==> config.mk <==
export PLATFORM = sky130hd
export DESIGN_NAME = mac_acc_pipe
export DESIGN_NICKNAME = d
export VERILOG_FILES = /design/src/rtl/mac_acc_pipe.sv
export SDC_FILE = /design/constraint.sdc
export NUM_CORES = 2
export LEC_CHECK = 0
export CAP_MARGIN = 20
export CORE_MARGIN = 2
export CORE_UTILIZATION = 70
export CTS_CLUSTER_DIAMETER = 120
export DETAILED_ROUTE_END_ITERATION = 8
export GPL_TIMING_DRIVEN = 0
export HOLD_SLACK_MARGIN = 0.05
export PLACE_DENSITY = 0.95
export SETUP_SLACK_MARGIN = 0.02
export SYNTH_ARGS = -nofsm -noshare
export SYNTH_HDL_FRONTEND = slang
export SYNTH_SLANG_ARGS = --single-unit
==> constraint.sdc <==
create_clock -name clk -period 27.6 [get_ports clk]
set_input_delay 4.14 -clock clk [delete_from_list [all_inputs] [get_ports clk]]
set_output_delay 4.14 -clock clk [all_outputs]
set_load 0.01 [all_outputs]
Figure 1. Where the registers sit.
The bar under the picture is 100 um long. Other sequential cells in the stronger gray, the rest of the logic in the fainter gray.
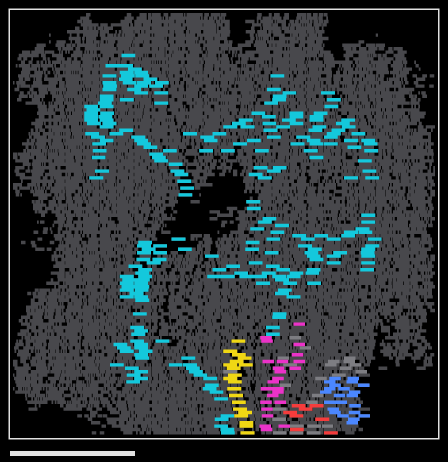
legend:
  s1_prod:
    color: cyan
    placed_flops: 256
  dout:
    color: blue
    placed_flops: 22
    where: bottom right
  s2_bias:
    color: red
    placed_flops: 8
  acc:
    color: magenta
    placed_flops: 24
  s2_sum:
    color: yellow
    placed_flops: 20
    where: bottom middle
not colored: 25
Flop area: 10400 sq um
fraction of area in registers: 12.0%
Util after Layout: 75.7%

Figure 2. Clock nets.
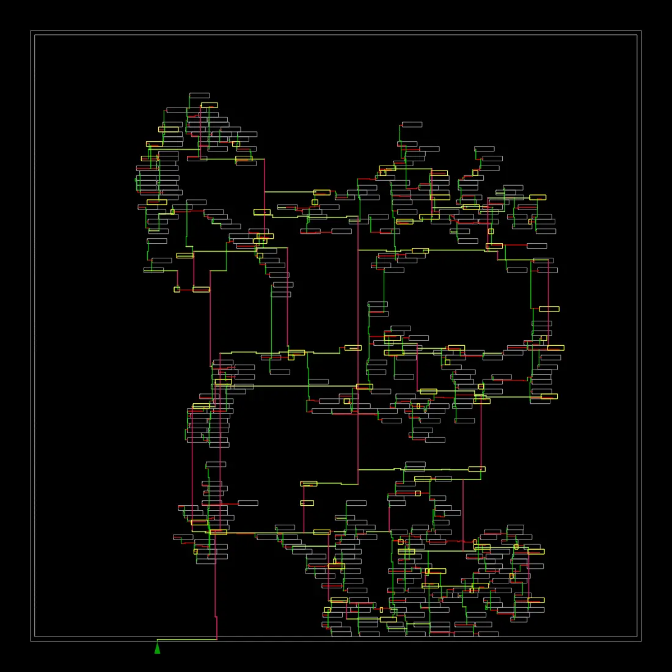
Worst Clk Skew: 0.0347 ns
Skew-Pair Late Insertion Delay: 0.63 ns
clk_buf instances: 45
CTS Sinks: 355

Figure 3. Placement density heat map.
The bar under the picture is 100 um long. The die is cut into 34 by 34 equal tiles; dark purple is low, yellow is high, 0 to 100% covered.
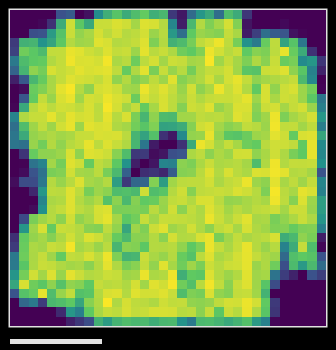
mean over tiles: 72%
tiles over 75% full: 69%
nearly empty tiles: 8.3%
fullest tile: 100%
Core Area: 114000 sq um
floorplan utilization: 70.4%

Figure 4. Signal wires by layer.
Two of the layers only.
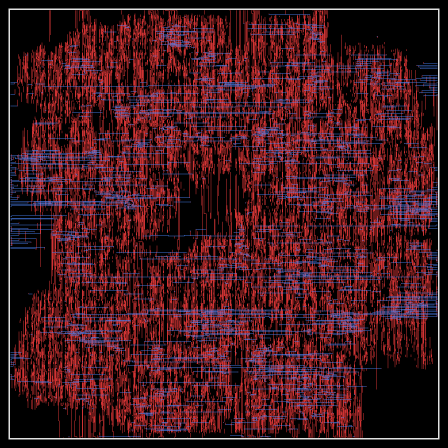
legend:
  M3:
    color: blue
    wire_length: 19000 um
  M2:
    color: red
    wire_length: 98.8 mm
Total Routing Usage GR: 35.4%
DR vias: 61065
final WL: 203000 um
drt wl/cell: 19.6 um

==> Changelog: implementation <==
## Implementation

* Die height at 342 um
* IO Port Bufs at 234
* Post-synth top cells: 1858 x inv_1, 1249 x fa_1, 1116 x ha_1
* Hold Crit Class: register to register
* Synth Instances at 8493
* CP required at 27.93 ns
* Longest Clk Path Bufs at 3
* Total negative slack at 0 ns
* Status: finished clean
* Top delay family on crit path: AND-OR/OR-AND gates
* Clock-cell share at 1.71%
* Post-route DRC violation count at 0
* CP peak stage delay at 0.62 ns
* Met1 GRT Util at 43.9%
* Clock root cell: clkbuf_16
* Syn Nets at 11129
* CP max-delay cell: a21boi_0
* Yosys Chip Area at 80200 sq um
* Postcts setup bufs at 0
* Final hold violation count at 0
* Element type at the critical path start: register
* Antenna violations before repair at 44
* Multi-In Gates at 6141
* Highest routed layer: met5
* CP most frequent cell: ha_1
* Cell area leaders: fa_1 31%, ha_1 17%, edfxtp_1 11%
* Layout area overhead at 7.52%
* Signal buffers at 383
* Row cnt at 124
* Chip Area at 117000 sq um
* NonClk Buf Share at 3.59%
* RSZ-0062 raised after global routing: no
* Cell count along the critical path at 71
==> stage by stage <==
step	cell area, sq um	worst slack, ns
finish	86200	9.65
CTS	86000	10.10
floorplan	80200	13.18
global route	86100	8.67
detailed placement	84600	10.29
global placement	84400	10.96
==> cells by family (layout without fill, tap and decap cells) <==
kind of cell,Yosys count,in the layout,share of synthesized area [%]
AOI/OAI and AO/OA,976,976,7.72
xor gates and xnor gates,755,755,8.31
adders and majority gates,2365,2365,48.6
buffers and inverters,1997,2318,9.37
DFF,355,355,12.9
muxes,18,18,0.245
other,0,37,0
and+or+nand+nor,2027,2027,12.8
